### config.mk
export PLATFORM = sky130hd
export DESIGN_NAME = vga_sync_decoder
export DESIGN_NICKNAME = d
export VERILOG_FILES = /design/src/rtl/vga_timing_pkg.sv /design/src/rtl/vga_edge_det.sv /design/src/rtl/vga_sync_decoder.sv
export SDC_FILE = /design/constraint.sdc
export NUM_CORES = 1
export LEC_CHECK = 0
export ABC_AREA = 1
export CAP_MARGIN = 20
export CORE_UTILIZATION = 32
export DETAILED_ROUTE_END_ITERATION = 8
export GPL_TIMING_DRIVEN = 0
export HOLD_SLACK_MARGIN = 0.06
export PLACE_DENSITY = 0.52
export SYNTH_ARGS = -nofsm -noshare
export SYNTH_HDL_FRONTEND = slang
export SYNTH_HIERARCHICAL = 1
export SYNTH_SLANG_ARGS = --single-unit
### constraint.sdc
create_clock -name vclk -period 2.2 [get_ports vclk]
set_input_delay 0.22 -clock vclk [delete_from_list [all_inputs] [get_ports vclk]]
set_output_delay 0.22 -clock vclk [all_outputs]
set_load 0.05 [all_outputs]
### src/rtl/vga_timing_pkg.sv
// vga_timing_pkg
// Shared 640x480@60 timing constants for the VGA generator and the
// sync decoder, plus the decoder's lock-state encoding and a small
// saturating-increment helper for its 10-bit counters.
package vga_timing_pkg;

  localparam int unsigned HD  = 640;
  localparam int unsigned HFP = 16;
  localparam int unsigned HS  = 96;
  localparam int unsigned HBP = 48;
  localparam int unsigned VD  = 480;
  localparam int unsigned VFP = 10;
  localparam int unsigned VS  = 2;
  localparam int unsigned VBP = 33;

  localparam int unsigned H_TOTAL  = HD + HFP + HS + HBP;
  localparam int unsigned V_TOTAL  = VD + VFP + VS + VBP;
  localparam int unsigned H_OFFSET = HS + HBP;
  localparam int unsigned V_OFFSET = VS + VBP - 1;

  typedef enum logic [1:0] {
    SEARCH = 2'd0,
    HLOCK  = 2'd1,
    LOCKED = 2'd2
  } lock_state_t;

  // Increment that sticks at all-ones instead of wrapping.
  function automatic logic [9:0] sat_inc10(input logic [9:0] v);
    return (v == '1) ? v : v + 10'd1;
  endfunction

endpackage

### src/rtl/vga_edge_det.sv
// vga_edge_det
// Registers an asynchronous-to-pipeline sync input once, keeps a second
// delayed copy, and flags the cycle in which the registered copy rises.
// Ports:
//   vclk   in  pixel clock
//   reset  in  async active-high reset
//   d      in  raw sync input
//   rise   out high for one cycle after d is first sampled high
module vga_edge_det (
  input  logic vclk,
  input  logic reset,
  input  logic d,
  output logic rise
);

  logic q;
  logic q_d;

  always_ff @(posedge vclk or posedge reset) begin
    if (reset) begin
      q   <= 1'b0;
      q_d <= 1'b0;
    end else begin
      q   <= d;
      q_d <= q;
    end
  end

  assign rise = q & ~q_d;

endmodule

### src/rtl/vga_sync_decoder.sv
// vga_sync_decoder
// Loopback monitor for a VGA sync/RGB stream. Recovers pixel coordinates
// from the hsync/vsync edges, measures line and frame lengths, runs a
// SEARCH -> HLOCK -> LOCKED lock tracker and pulses h_err / v_err on
// timing violations while locked (or horizontally locked).
// Ports:
//   vclk, reset            pixel clock, async active-high reset
//   hsync_in, vsync_in     active-high syncs
//   rgb_in[2:0]            pixel colour {r,g,b}
//   pix_x, pix_y           recovered column / row (10-bit wrap)
//   pix_data               colour aligned with pix_x/pix_y
//   pix_valid              visible pixel while LOCKED
//   frame_start            one-cycle pulse with pixel (0,0)
//   locked                 lock state is LOCKED
//   line_len               last measured hsync period in vclk
//   frame_lines            last measured vsync period in lines
//   h_err, v_err           one-cycle error pulses
//   err_cnt                saturating error-pulse count
// Timing parameters default to the shared 640x480 set.
module vga_sync_decoder #(
  parameter int unsigned HD  = vga_timing_pkg::HD,
  parameter int unsigned HFP = vga_timing_pkg::HFP,
  parameter int unsigned HS  = vga_timing_pkg::HS,
  parameter int unsigned HBP = vga_timing_pkg::HBP,
  parameter int unsigned VD  = vga_timing_pkg::VD,
  parameter int unsigned VFP = vga_timing_pkg::VFP,
  parameter int unsigned VS  = vga_timing_pkg::VS,
  parameter int unsigned VBP = vga_timing_pkg::VBP
) (
  input  logic       vclk,
  input  logic       reset,
  input  logic       hsync_in,
  input  logic       vsync_in,
  input  logic [2:0] rgb_in,
  output logic [9:0] pix_x,
  output logic [9:0] pix_y,
  output logic [2:0] pix_data,
  output logic       pix_valid,
  output logic       frame_start,
  output logic       locked,
  output logic [9:0] line_len,
  output logic [9:0] frame_lines,
  output logic       h_err,
  output logic       v_err,
  output logic [7:0] err_cnt
);

  import vga_timing_pkg::*;

  localparam logic [9:0] H_TOTAL_L = 10'(HD + HFP + HS + HBP);
  localparam logic [9:0] V_TOTAL_L = 10'(VD + VFP + VS + VBP);
  localparam logic [9:0] H_OFF_L   = 10'(HS + HBP);
  localparam logic [9:0] V_OFF_L   = 10'(VS + VBP - 1);
  localparam logic [9:0] HD_L      = 10'(HD);
  localparam logic [9:0] VD_L      = 10'(VD);

  logic       hs_rise;
  logic       vs_rise;
  logic [2:0] rgb_q;

  vga_edge_det u_hs_edge (
    .vclk  (vclk),
    .reset (reset),
    .d     (hsync_in),
    .rise  (hs_rise)
  );

  vga_edge_det u_vs_edge (
    .vclk  (vclk),
    .reset (reset),
    .d     (vsync_in),
    .rise  (vs_rise)
  );

  // Single register stage keeps colour aligned with the sync flops.
  always_ff @(posedge vclk or posedge reset) begin
    if (reset) rgb_q <= '0;
    else       rgb_q <= rgb_in;
  end

  lock_state_t state;
  lock_state_t state_nxt;
  logic [9:0]  hcnt;
  logic [9:0]  vcnt;
  logic [9:0]  hcnt_nxt;
  logic [9:0]  vcnt_nxt;
  logic [9:0]  meas_len;
  logic [9:0]  x_nxt;
  logic [9:0]  y_nxt;
  logic        line_vld;
  logic        line_vld_nxt;
  logic        good_seen;
  logic        good_seen_nxt;
  logic        v_armed;
  logic        v_armed_nxt;
  logic        line_meas;
  logic        line_good;
  logic        frame_good;
  logic        h_err_nxt;
  logic        v_err_nxt;
  logic        visible;
  logic        valid_nxt;

  // A saturated hcnt must report 1023, not wrap to 0.
  assign meas_len   = sat_inc10(hcnt);
  assign line_meas  = hs_rise & line_vld;
  assign line_good  = (meas_len == H_TOTAL_L);
  assign frame_good = (vcnt == V_TOTAL_L);

  always_comb begin
    hcnt_nxt = hs_rise ? '0 : sat_inc10(hcnt);
    vcnt_nxt = vcnt;
    if (vs_rise)      vcnt_nxt = hs_rise ? 10'd1 : '0;
    else if (hs_rise) vcnt_nxt = sat_inc10(vcnt);
  end

  always_comb begin
    state_nxt     = state;
    line_vld_nxt  = line_vld | hs_rise;
    good_seen_nxt = good_seen;
    v_armed_nxt   = v_armed;
    h_err_nxt     = 1'b0;
    v_err_nxt     = 1'b0;
    case (state)
      SEARCH: begin
        if (line_meas) begin
          if (!line_good) begin
            good_seen_nxt = 1'b0;
          end else if (good_seen) begin
            state_nxt     = HLOCK;
            good_seen_nxt = 1'b0;
            v_armed_nxt   = 1'b0;
          end else begin
            good_seen_nxt = 1'b1;
          end
        end
      end
      HLOCK: begin
        if (line_meas && !line_good) begin
          state_nxt     = SEARCH;
          line_vld_nxt  = 1'b0;
          good_seen_nxt = 1'b0;
          v_armed_nxt   = 1'b0;
          h_err_nxt     = 1'b1;
        end else if (vs_rise) begin
          // Each vs rise starts a fresh frame measurement; only an armed
          // one can complete a lock.
          if (v_armed && frame_good) state_nxt = LOCKED;
          v_armed_nxt = 1'b1;
        end
      end
      LOCKED: begin
        if (line_meas && !line_good) begin
          state_nxt     = SEARCH;
          line_vld_nxt  = 1'b0;
          good_seen_nxt = 1'b0;
          v_armed_nxt   = 1'b0;
          h_err_nxt     = 1'b1;
        end else if (vs_rise && !frame_good) begin
          state_nxt   = HLOCK;
          v_armed_nxt = 1'b1;
          v_err_nxt   = 1'b1;
        end
      end
      default: begin
        state_nxt     = SEARCH;
        line_vld_nxt  = 1'b0;
        good_seen_nxt = 1'b0;
        v_armed_nxt   = 1'b0;
      end
    endcase
  end

  // Coordinates are formed from the next counter values so they land in
  // the same register stage as pix_data.
  always_comb begin
    x_nxt     = hcnt_nxt - H_OFF_L;
    y_nxt     = vcnt_nxt - V_OFF_L;
    visible   = (x_nxt < HD_L) && (y_nxt < VD_L);
    valid_nxt = (state_nxt == LOCKED) && visible;
  end

  always_ff @(posedge vclk or posedge reset) begin
    if (reset) begin
      state       <= SEARCH;
      hcnt        <= '0;
      vcnt        <= '0;
      line_vld    <= 1'b0;
      good_seen   <= 1'b0;
      v_armed     <= 1'b0;
      line_len    <= '0;
      frame_lines <= '0;
      h_err       <= 1'b0;
      v_err       <= 1'b0;
      err_cnt     <= '0;
      pix_x       <= '0;
      pix_y       <= '0;
      pix_data    <= '0;
      pix_valid   <= 1'b0;
      frame_start <= 1'b0;
    end else begin
      state     <= state_nxt;
      hcnt      <= hcnt_nxt;
      vcnt      <= vcnt_nxt;
      line_vld  <= line_vld_nxt;
      good_seen <= good_seen_nxt;
      v_armed   <= v_armed_nxt;
      if (line_meas) line_len    <= meas_len;
      if (vs_rise)   frame_lines <= vcnt;
      h_err <= h_err_nxt;
      v_err <= v_err_nxt;
      if ((h_err_nxt || v_err_nxt) && (err_cnt != '1)) err_cnt <= err_cnt + 8'd1;
      pix_x       <= x_nxt;
      pix_y       <= y_nxt;
      pix_data    <= rgb_q;
      pix_valid   <= valid_nxt;
      frame_start <= valid_nxt && (x_nxt == '0) && (y_nxt == '0);
    end
  end

  assign locked = (state == LOCKED);

endmodule

**Run 1: M1 wires**

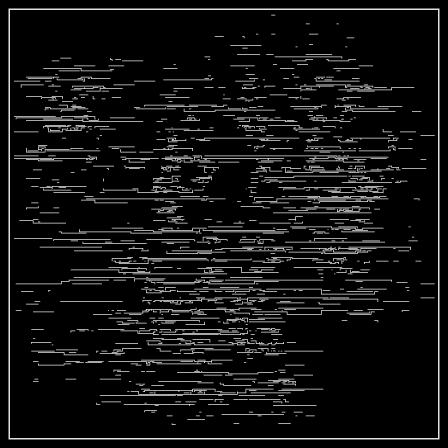
The layer holds 45% of the routed length. The wires run mostly horizontal. 559 nets have wire on it. The longest straight run is 35.4 microns. The layer carries 4600 microns of wire.

**Run 1: M2 wires**

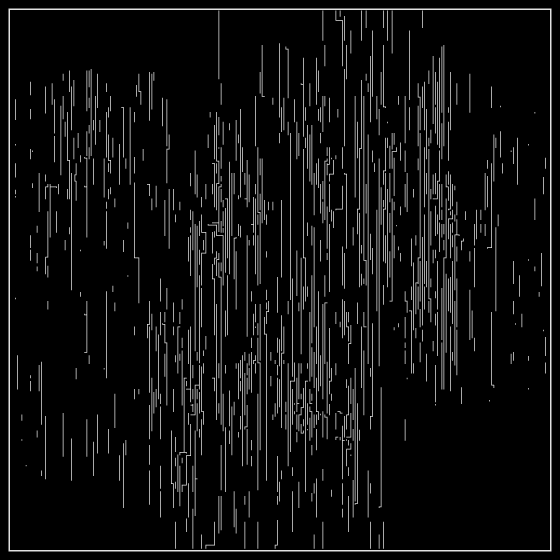
The layer carries 4840 microns of wire. The layer holds 47% of the routed length. The longest straight run is 48.6 microns. 514 nets have wire on it.

**Run 1: signal wires on met3**

The bar under the picture is 20 microns long.
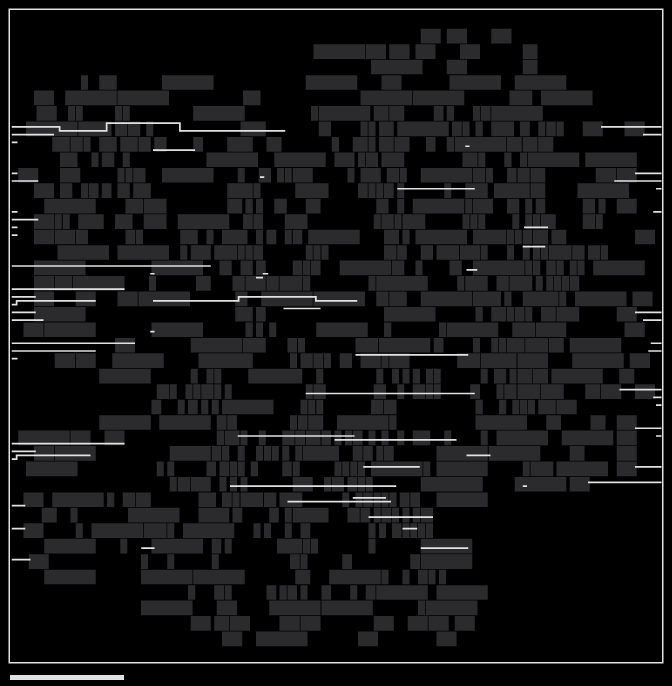
The layer holds 5.5% of the routed length. The wires run mostly horizontal. The longest straight run is 34.7 microns. The layer carries 560 microns of wire.

==> results.ini, run 1 <==
[finish]
total_of_fill_cells_in_the_finished_design=1235
layout-area-overhead-vs-synth_pct=43.5
finalNetCount=624
finish.instance_area_sq_um=5840

[timing]
finalSetupViolations=12
postLayoutSetupSlackWorst_ns=-0.106
whs_ns=0.137
timing.final.crit_share=1.05
timing.final.hold_violations=0

[power]
p_leak_nw=2.86
pwrdens_nw_per_um2=786
powerComb_mw=1.35
net_switching_share_of_the_total_power=0.341
powerSeq_mw=1.75
post-layout-total-power_mw=4.59

[logic_synthesis]
synthDominantAreaCellType=sky130_fd_sc_hd__dfrtp_1
postSynth.asyncResetShare=1.00
synth_flops=82
xor_share=0.0258
yosys-dominant-comb-family=simple AND/OR/NAND/NOR gates
mux_share=0

[route]
drt_drc_violations_left=0
wl_met3_microns=559
postRouteWirelength_microns=10200
top_signal_layer_used=met4

[die]
number_of_primary_i_o_pins=63
fp.dieH_microns=115
initCoreUtil=0.333
die_width_microns=115

[setup_path]
slowest_delay_ns=0.37
rr_endpoint=state[1]$_DFF_PP0_
cp.arrival_ns=2.54
crit_type=register to register

[run_status]
violations=negative setup slack
outcome=complete, but fails checks

[flow_run]
log.warning_count=33

[clock_network]
clock_path_buffers=2
clock_pin_slew_reported_for_the_worst_setup_and_hold_paths_after_clock_tree_synthesis_ns=0.06
cts_max_level=3

[grt]
grtUsageTotal=0.166
grt_util_met3=0.0411
grt-ovfl-total=0
grtUsageMet1=0.215

-- run 1: cell type report --
| type | count | area, sq um | area share |
|---|---|---|---|
| tap | 168 | 210 | 0.0360 |
| sequential | 82 | 2050 | 0.352 |
| clock buffer | 12 | 246 | 0.0422 |
| multi-input combinational | 320 | 1940 | 0.332 |
| inverter | 84 | 339 | 0.0581 |
| clock inverter | 3 | 40.0 | 0.00686 |
| buffer | 13 | 88.8 | 0.0152 |
| timing repair buffer | 97 | 922 | 0.158 |
-- run 1: flip-flops by register name (all words and copies together) (netlist names), 2 cells and up --
register / flops
err_cnt: 8
pix_data: 3
pix_y: 9
rgb_q: 3
state: 2
hcnt: 10
pix_x: 6
line_len: 10
frame_lines: 10
vcnt: 10
==> run 2, diff against run 1 <==
ABC_AREA = default   (was 1)
PLACE_DENSITY = default   (was 0.52)
PLACE_DENSITY_LB_ADDON = 0.15   (was default)
SETUP_SLACK_MARGIN = 0.2   (was default)
**Run 2: track usage over the die**

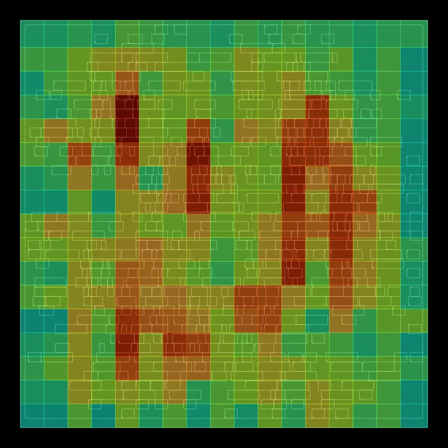
met2 demand-to-capacity share in global routing: 0.277
Finished Core Util: 0.497

**Run 2: the metal 4 layer**

The bar under the picture is 20 microns long.
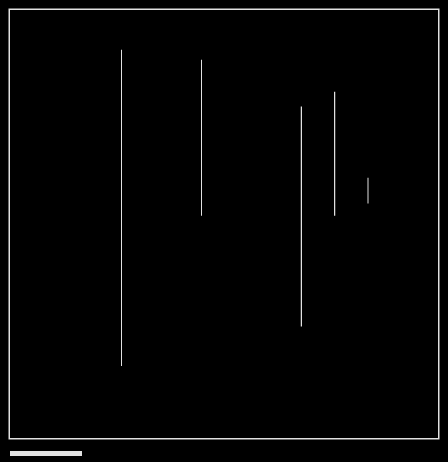
The layer carries 231 microns of wire. The layer holds 1.9% of the routed length. 4 nets have wire on it. The wires run mostly vertical. The longest straight run is 87.0 microns.
DR vias: 3807
wire length after detailed routing: 12200 microns

==> run 2 against run 1 <==
Effect of this change:
- the run still ends with negative setup slack left
- register-to-register slack lost 0.35 ns
- flip-flop count stayed put
- via count up 7.4%
- largest power group unchanged
- worst hold slack got worse by 0.013 ns
==> results.ini, run 2 <==
[die]
n_tap_cell=176  ; +4.8%
fp.dieH_microns=118  ; +3.0%
number_of_primary_i_o_pins=63  ; unchanged
initCoreUtil=0.328  ; -0.00527

[finish]
nMultiInputCombCells=300  ; -6.3%
inverters=18  ; -79%
combAreaFraction=0.400  ; +0.0678
clockNetworkAreaShare=0.0439  ; -0.00512
seq_cell_count=82  ; unchanged
bufs_w_o_clock=139  ; +26%
dominant-cell-class=multi-input combinational cells
area.share.sequential=0.315  ; -0.0371
layout-area-overhead-vs-synth_pct=51.4
relative_area_of_non_clock_buffer_cells_in_the_final_design=0.197  ; +0.0240
total_of_fill_cells_in_the_finished_design=1223  ; -0.97%
finalNetCount=567  ; -9.1%
finish.instance_area_sq_um=6550  ; +12%
regArea_sq_um=2060  ; +0.30%

[timing]
finalSetupViolations=21  ; +9
whs_ns=0.124  ; -0.0130 ns
postLayoutSetupSlackWorst_ns=-0.452  ; -0.347 ns
timing.final.crit_share=1.21  ; +0.158

[grt]
grtUsageTotal=0.174  ; +0.00758
grt-ovfl-total=0  ; unchanged

[logic_synthesis]
yosysCellCount=426
xor_share=0.0405  ; +0.0147
mux_share=0.0596  ; +0.0596
yosys-dominant-comb-family=simple AND/OR/NAND/NOR gates
synth_flops=82  ; unchanged
synthDominantAreaCellType=sky130_fd_sc_hd__dfrtp_1
postSynth.asyncResetShare=1.00  ; unchanged

[run_status]
outcome=complete, but fails checks
violations=negative setup slack

[power]
pwrdens_nw_per_um2=698  ; -11%
p_leak_nw=2.66  ; -7.0%
post-layout-total-power_mw=4.57  ; -0.42%
powerComb_mw=1.39  ; +3%
powerSeq_mw=1.70  ; -3%
net_switching_share_of_the_total_power=0.342  ; +0.000925

[setup_path]
slowest_delay_ns=0.54  ; +0.17 ns
rr_endpoint=pix_valid$_DFF_PP0_
cp.arrival_ns=2.93  ; +0.39 ns
crit_type=register to register

[clock_network]
clock_pin_slew_reported_for_the_worst_setup_and_hold_paths_after_clock_tree_synthesis_ns=0.07  ; about the same
cts_max_level=3  ; unchanged
clock_path_buffers=2  ; unchanged

[flow_run]
log.warning_count=34  ; +3.0%

[route]
drt_drc_violations_left=0  ; unchanged

run 2: worst max path at each step:
stage / to / slack (ns) / cells after the start
after floorplan: pix_valid$_DFF_PP0_ / -0.27 / 9
after global placement: err_cnt[1]$_DFFE_PP0P_ / -0.68 / 7
after detailed placement: err_cnt[1]$_DFFE_PP0P_ / -0.70 / 7
after CTS: pix_valid$_DFF_PP0_ / -0.45 / 9
after global routing: frame_start$_DFF_PP0_ / -0.56 / 10
final: pix_valid$_DFF_PP0_ / -0.45 / 11
run 2: routing by layer:
layer  vias to the layer above  track usage  routed length, microns
li1                       1785            -                       -
met1                      1914        0.234                    5640
met2                        91        0.277                    5820
met3                        17       0.0294                     489
met4                         0       0.0697                     231
met5                         -            0                       0
Power figures rest on the tool's default switching activity, not on a simulated workload.
